Figure 1. Metal 3 (run 1).
Drawn at 10 px/um.
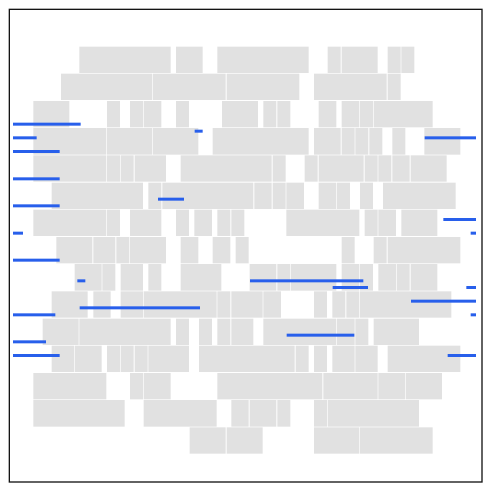
Figure 2. Clock network drawn from the DEF (run 1).
Drawn at 8 px/um.
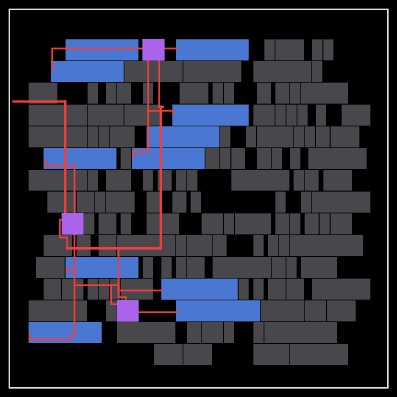
Figure 3. Routing congestion map (run 1).
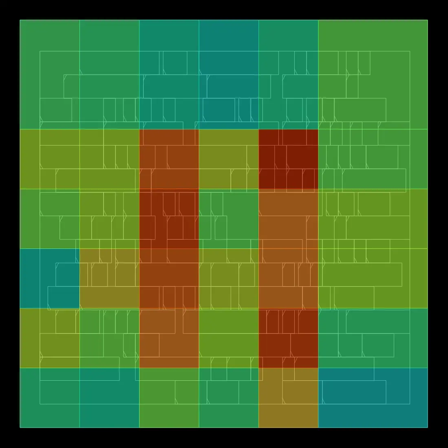
<file path="config.mk">
export PLATFORM = sky130hd
export DESIGN_NAME = accum_seq_flat
export DESIGN_NICKNAME = d
export VERILOG_FILES = /design/src/rtl/accum_seq_pkg.sv /design/src/rtl/accum_seq_if.sv /design/src/rtl/accum_seq_add_sub.sv /design/src/rtl/accum_seq.sv /design/src/flat_wrapper.sv
export SDC_FILE = /design/constraint.sdc
export NUM_CORES = 1
export LEC_CHECK = 0
export ABC_AREA = 1
export CORE_MARGIN = 2
export CORE_UTILIZATION = 45
export CTS_CLUSTER_DIAMETER = 30
export DETAILED_ROUTE_END_ITERATION = 12
export PLACE_DENSITY = 0.78
export SYNTH_ARGS = -nofsm -noshare
export SYNTH_HDL_FRONTEND = slang
export SYNTH_SLANG_ARGS = --single-unit
</file>
<file path="constraint.sdc">
create_clock -name Clk -period 1.78 [get_ports Clk]
set_input_delay 0.445 -clock Clk [delete_from_list [all_inputs] [get_ports Clk]]
set_output_delay 0.445 -clock Clk [all_outputs]
set_load 0.1 [all_outputs]
</file>
<file path="src/rtl/accum_seq_pkg.sv">
// Shared types and constants for the accum_seq accumulator and its add_sub datapath.
package accum_seq_pkg;

  localparam int WIDTH = 4;
  localparam int CNT_W = 4;

  typedef enum logic [1:0] {
    IDLE  = 2'd0,
    ACCUM = 2'd1,
    DONE  = 2'd2
  } state_t;

endpackage

</file>
<file path="src/rtl/accum_seq_if.sv">
// Bundles the run control, operation stream and result signals of accum_seq.
interface accum_seq_if;
  import accum_seq_pkg::*;

  logic             Start;
  logic [WIDTH-1:0] InitVal;
  logic             inValid;
  logic             inReady;
  logic [WIDTH-1:0] opB;
  logic             opSel;
  logic             outValid;
  logic             outReady;
  logic [WIDTH-1:0] Result;
  logic             Overflow;
  logic [CNT_W-1:0] OpCount;
  logic             Busy;

  modport master (
    output Start, InitVal, inValid, opB, opSel, outReady,
    input  inReady, outValid, Result, Overflow, OpCount, Busy
  );

  modport slave (
    input  Start, InitVal, inValid, opB, opSel, outReady,
    output inReady, outValid, Result, Overflow, OpCount, Busy
  );

endinterface

</file>
<file path="src/rtl/accum_seq_add_sub.sv">
// Combinational 4-bit add/subtract unit with two's complement overflow detection.
module add_sub
  import accum_seq_pkg::*;
(
  output logic [WIDTH-1:0] Sum,
  output logic             Overflow,
  input  logic [WIDTH-1:0] opA,
  input  logic [WIDTH-1:0] opB,
  input  logic             opSel
);

  always_comb begin
    Sum      = '0;
    Overflow = 1'b0;
    if (opSel) begin
      Sum      = opA - opB;
      Overflow = (opA[WIDTH-1] != opB[WIDTH-1]) && (Sum[WIDTH-1] != opA[WIDTH-1]);
    end else begin
      Sum      = opA + opB;
      Overflow = (opA[WIDTH-1] == opB[WIDTH-1]) && (Sum[WIDTH-1] != opA[WIDTH-1]);
    end
  end

endmodule

</file>
<file path="src/rtl/accum_seq.sv">
// Sequential accumulator: seeds on Start, folds NUM_OPS add/sub operations into a
// registered accumulator with a sticky overflow flag, then presents the result.
module accum_seq
  import accum_seq_pkg::*;
#(
  parameter int NUM_OPS = 4
)
(
  input logic         Clk,
  input logic         Rst_n,
  accum_seq_if.slave  bus
);

  localparam logic [CNT_W-1:0] LAST_OP = CNT_W'(NUM_OPS - 1);

  state_t           state_q, state_d;
  logic [WIDTH-1:0] acc_q, acc_d;
  logic             ovf_q, ovf_d;
  logic [CNT_W-1:0] cnt_q, cnt_d;

  logic [WIDTH-1:0] sum;
  logic             sum_ovf;

  add_sub u_add_sub (
    .Sum      (sum),
    .Overflow (sum_ovf),
    .opA      (acc_q),
    .opB      (bus.opB),
    .opSel    (bus.opSel)
  );

  always_ff @(posedge Clk or negedge Rst_n) begin
    if (!Rst_n) begin
      state_q <= IDLE;
      acc_q   <= '0;
      ovf_q   <= 1'b0;
      cnt_q   <= '0;
    end else begin
      state_q <= state_d;
      acc_q   <= acc_d;
      ovf_q   <= ovf_d;
      cnt_q   <= cnt_d;
    end
  end

  // In ACCUM the handshake is just inValid, since inReady is the ACCUM decode itself.
  always_comb begin
    state_d = state_q;
    acc_d   = acc_q;
    ovf_d   = ovf_q;
    cnt_d   = cnt_q;
    case (state_q)
      IDLE: begin
        if (bus.Start) begin
          acc_d   = bus.InitVal;
          ovf_d   = 1'b0;
          cnt_d   = '0;
          state_d = ACCUM;
        end
      end
      ACCUM: begin
        if (bus.inValid) begin
          acc_d = sum;
          ovf_d = ovf_q | sum_ovf;
          cnt_d = cnt_q + CNT_W'(1);
          if (cnt_q == LAST_OP) begin
            state_d = DONE;
          end
        end
      end
      DONE: begin
        if (bus.outReady) begin
          state_d = IDLE;
        end
      end
      default: state_d = IDLE;
    endcase
  end

  assign bus.inReady  = (state_q == ACCUM);
  assign bus.outValid = (state_q == DONE);
  assign bus.Busy     = (state_q != IDLE);
  assign bus.Result   = acc_q;
  assign bus.Overflow = ovf_q;
  assign bus.OpCount  = cnt_q;

endmodule

</file>
<file path="src/flat_wrapper.sv">
// flat-port wrapper written by rule: the top's interface ports become plain ports
module accum_seq_flat import accum_seq_pkg::*;
#(
  parameter int NUM_OPS = 4
)
  (Clk, Rst_n, bus_Start, bus_InitVal, bus_inValid, bus_opB, bus_opSel, bus_outReady, bus_inReady, bus_outValid, bus_Result, bus_Overflow, bus_OpCount, bus_Busy);
  accum_seq_if bus_i ();
  input logic Clk;
  input logic Rst_n;
  input wire logic [$bits(bus_i.Start)-1:0] bus_Start;
  input wire logic [$bits(bus_i.InitVal)-1:0] bus_InitVal;
  input wire logic [$bits(bus_i.inValid)-1:0] bus_inValid;
  input wire logic [$bits(bus_i.opB)-1:0] bus_opB;
  input wire logic [$bits(bus_i.opSel)-1:0] bus_opSel;
  input wire logic [$bits(bus_i.outReady)-1:0] bus_outReady;
  output wire logic [$bits(bus_i.inReady)-1:0] bus_inReady;
  output wire logic [$bits(bus_i.outValid)-1:0] bus_outValid;
  output wire logic [$bits(bus_i.Result)-1:0] bus_Result;
  output wire logic [$bits(bus_i.Overflow)-1:0] bus_Overflow;
  output wire logic [$bits(bus_i.OpCount)-1:0] bus_OpCount;
  output wire logic [$bits(bus_i.Busy)-1:0] bus_Busy;
  assign bus_i.Start = bus_Start;
  assign bus_i.InitVal = bus_InitVal;
  assign bus_i.inValid = bus_inValid;
  assign bus_i.opB = bus_opB;
  assign bus_i.opSel = bus_opSel;
  assign bus_i.outReady = bus_outReady;
  assign bus_inReady = bus_i.inReady;
  assign bus_outValid = bus_i.outValid;
  assign bus_Result = bus_i.Result;
  assign bus_Overflow = bus_i.Overflow;
  assign bus_OpCount = bus_i.OpCount;
  assign bus_Busy = bus_i.Busy;
  accum_seq #(.NUM_OPS(NUM_OPS)) u_core (.Clk(Clk), .Rst_n(Rst_n), .bus(bus_i));
endmodule
</file>
==> qor.txt, run 1 <==
Status -> finished, final reports clean
Core box area -> 0.001745 mm^2
Fa+ha+maj area frac -> 0.1525
1st-iter DRT viols -> 7
Final setup TNS -> 0 ps
Floorplan Nets -> 132
CP startpoint -> bus_opB[2]
XOR/XNOR Area Share -> 0.03139
Largest net degree at the start of global routing -> 12
TritonCTS buffer count -> 3
Die width -> 47.13 um
Placed instance area -> 0.001262 mm^2
CTS max path bufs -> 2
RSZ-0062 raised after global routing -> true
Final Instance Area -> 0.001348 mm^2
Final cell count without fillers -> 166
Register area -> 281.5 um^2
HP Class -> in -> async
Post-DP HPWL -> 1532 um
Initial antenna violation count -> 0
Remaining Overflow, GRT -> 0
Fill count -> 124
Fmax -> 0.5792 GHz
I/O Pins -> 26
Routed len/inst -> 11.68 um
Final setup fails -> 0
AO/OA Area Share -> 0.08520
N_diodes -> 0
Yosys chip area -> 837.1 um^2
CTS tree -> done
Inst Count DP -> 161
Max-Cap Viols -> 0
Post-CTS Hold Buffers -> 0
Vias/cell -> 4.849
Pre-Repair DR Iteration Count -> 4
Gate Count Post-Synth -> 109
Cycle use final -> 0.9700
FP Core Util -> 0.4796
Cell area leaders -> dfrtp_1 33%, nand2_1 11%, ha_1 10%, inv_1 8.1%, nand3_1 5.4%
DR DRC count -> 0
Crit Path Max Fanout -> 4
Worst-path clk slew -> 70 ps
Ys flops -> 11
CP arrival -> 1890 ps
CP startpoint kind -> input port
About Figure 1:
nets with wire on the layer: 22
main direction: horizontal
share of all routed wire: 4.7%

About Figure 2:
[red] clock wires | length: 169 um
[blue] flip-flops | count: 11
[purple] clock-net drivers | count: 3
routed clock nets: 4

About Figure 3:
Final Util: 0.7720
grt met1 use: 0.2278
GRT busiest layer: met2
Total GRT Usage: 0.2013
GR Layer Usage met2: 0.3507

run 1: per-stage QoR:
step	hold slack (ps)	utilization
5_1_grt	528.2	0.7720
3_3_place_gp	538.5	0.7233
2_1_floorplan	149.4	-
4_1_cts	511.7	0.7477
3_5_place_dp	543.5	0.7233
6_report	497.7	0.7720
run 1: path summary, 6_finish.rpt:
path | end | slack (ps)
max reg2reg | u_core.bus.Result[2] | 130
min in group Clk | u_core.state_q[1] | 550
max in group asynchronous | u_core.bus.Result[0] | 900
min reg2reg | u_core.state_q[1] | 550
min | u_core.bus.OpCount[3] | 500
max | u_core.bus.Result[3] | 50
run 1: cell type report:
cell class	count	area share
repair buffers	28	0.2934
flip-flops and latches	11	0.2089
clock buffers	4	0.01950
well taps	25	0.02321
inverters	20	0.05571
multi-input cells	78	0.3993
run 1: timing repair:
| action | CTS | global route |
|---|---|---|
| pin swaps | 2 | 5 |
| setup buffers | 0 | 1 |
| gates cloned | 0 | 0 |
| endpoints found under the setup margin | 3 | 4 |
| gates resized | 4 | 8 |
run 1: placed cells by master, fill, tap and decap left out, types with 3 or more instances in the layout:
cell type,Yosys,routed
nand2_1,24,23
dfrtp_1,11,8
buf_12,0,12
clkbuf_4,0,3
o21ai_0,7,5
nor2_1,12,10
clkdlybuf4s50_1,0,12
inv_2,2,3
nor2_2,1,3
ha_1,7,4
buf_4,0,3
inv_1,18,17
nand3_1,9,8
run 1: sequential cells by signal (all words and copies together), names as in the netlist:
register	count
u_core.bus.OpCount	4
u_core.state_q	2
u_core.bus.Overflow	1
u_core.bus.Result	4
run 1: cell families after synthesis:
| group | after synthesis |
|---|---|
| flops | 11 |
| buf+inv | 20 |
| simple gates | 53 |
| fa+ha+maj | 9 |
| xor+xnor | 3 |
| compound gates | 13 |
run 1: critical path: stages:
cell and delay [ps]:
clkdlybuf4s50_1 490, inv_1 80, ha_4 290, inv_2 60
a21oi_4 150, nand3_2 100, nand3b_1 90, nand3_1 70
nand2_1 60, nand2_1 50
run 1: per-layer routing:
layer,GRT usage,wire length [um]
met1,0.2278,779
met2,0.3507,1036
met3,0.02308,90
met4,0.1389,33
met5,0,0
## Run 2: what changed since run 1
--- a/constraint.sdc
+++ b/constraint.sdc
@@ -3,2 +3,2 @@
 set_output_delay 0.445 -clock Clk [all_outputs]
-set_load 0.1 [all_outputs]
+set_load 0.05 [all_outputs]
Figure 4. Cell density map (run 2).
Drawn at 8 px/um. The die is cut into 9 by 9 equal tiles; dark blue is low, red is high, 0 to 100% covered.
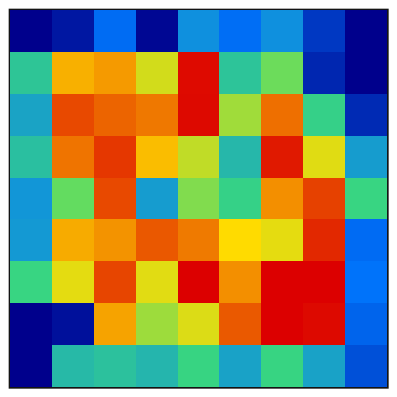
fullest tile: 100%
nearly empty tiles: 7.4%
tiles over 75% full: 37%
mean over tiles: 56%
Final Util: 0.7305
core box area: 0.001745 mm^2

==> run 2 against run 1 <==
  * Critical path depth down 7
  * Final area decreased by 5.4%
  * Via count is 0.87% higher
  * Cell count shrank 0.60%
  * Fmax increased by 6.0%
  * Core utilization decreased by 4.2 points
  * Sequential cell count is the same
  * Die size unchanged
  * Synthesized cell count unchanged
  * First-iteration DRC count is 14% lower
  * Setup slack improved by 97 ps
  * Sequential share of layout area grew 0.89 points
  * Highest routed layer unchanged
==> qor.txt, run 2 <==
Status -> finished, final reports clean
Fill count -> 131 (+5.6%)
RSZ-0062 raised after global routing -> false
Ys flops -> 11 (unchanged)
Routed len/inst -> 11.78 um (+0.81%)
Fin Hold WS -> 505.2 ps (+7.472 ps)
Final setup fails -> 0 (unchanged)
Most numerous logic cells after layout -> 23 x nand2_1, 17 x inv_1, 11 x nor2_1, 10 x clkdlybuf4s50_1, 9 x dfrtp_1
Crit Path Max Fanout -> 3 (-1)
Yosys chip area -> 837.1 um^2 (unchanged)
Cycle use final -> 0.9154 (-0.05466)
Floorplan Nets -> 132 (unchanged)
CP arrival -> 1180 ps (-710 ps)
HP Class -> in -> async
CTS max path bufs -> 2 (unchanged)
Top cell excl fill/tap -> nand2_1
Final setup TNS -> 0 ps (unchanged)
1st-iter DRT viols -> 6 (-1)
Placed instance area -> 0.001194 mm^2 (-5.5%)
Post-CTS Hold Buffers -> 0 (unchanged)
Max-Cap Viols -> 0 (unchanged)
DR DRC count -> 0 (unchanged)
Pre-Repair DR Iteration Count -> 4 (unchanged)
Vias/cell -> 4.921 (+1.5%)
CTS tree -> done
Slowest stage delay, CP -> 470 ps (-20 ps)
Initial antenna violation count -> 0 (unchanged)
Delay-heaviest family, CP -> flip-flops
Total GRT Usage -> 0.2143 (+0.01302)
TritonCTS buffer count -> 3 (unchanged)
Cell Chain, Critical Path -> inv_1 -> nor2_1 -> buf_12
Die width -> 47.13 um (unchanged)
Post-DP HPWL -> 1551 um (+1.2%)
Register area -> 277.8 um^2 (-1.3%)
Slowest-stage cell, CP -> dfrtp_1
Gate Count Post-Synth -> 109 (unchanged)
Final Instance Area -> 0.001275 mm^2 (-5.4%)
Bufs and invs on worst path -> 2 (-1)
Worst-path clk slew -> 70 ps (about the same)
Remaining Overflow, GRT -> 0 (unchanged)
[run 2: netlist changes by cell type in the layout (fill, tap and decap cells not counted), moves of 2 or more]
cell,delta
buf_4,+4
buf_12,-5
dlymetal6s2s_1,+2
clkdlybuf4s50_1,-2
[run 2: per-layer routing]
layer,track usage,routed length [um]
met1,0.2289,778
met2,0.4110,1052
met3,0.01923,74
met4,0.1111,38
met5,0,0
[run 2: timing repair]
item                       in CTS  in global routing
pin swaps                       1                  7
buffers inserted                0                  0
cloned                          0                  0
resized                         3                 12
setup endpoints to repair       2                  4
[run 2: kinds of logic (layout without fill, tap and decap cells)]
family                     after synthesis  count (layout)  share of synthesized area
DFF                                     11              11                     0.3288
xor gates and xnor gates                 3               3                    0.03140
buffers and inverters                   20              51                    0.08968
and+or+nand+nor                         53              53                     0.3124
adders and majority gates                9               9                     0.1525
AOI/OAI and AO/OA                       13              13                    0.08520
[run 2: area by class of cell]
cell class	count	area share
Clock buffer	4	0.02061
Sequential cell	11	0.2179
Multi-Input combinational cell	78	0.4190
Inverter	20	0.05888
Timing Repair Buffer	27	0.2591
Tap cell	25	0.02453
[run 2: final timing paths]
check / from / endpoint / slack [ps] / cells after the start
max: u_core.state_q[1] / bus_outValid / 150 / 3
min: Rst_n / u_core.state_q[0] / 510 / 1
max reg2reg: u_core.bus.Result[0] / u_core.bus.Result[2] / 180 / 8
min reg2reg: u_core.bus.Overflow / u_core.bus.Overflow / 530 / 2
max in group asynchronous: Rst_n / u_core.bus.Result[0] / 910 / 1
min in group Clk: u_core.bus.Overflow / u_core.bus.Overflow / 530 / 2
[run 2: metrics by stage]
stage	utilization	instances
2_1_floorplan	-	109
3_3_place_gp	0.6839	161
3_5_place_dp	0.6839	161
4_1_cts	0.7011	165
5_1_grt	0.7305	165
6_report	0.7305	165
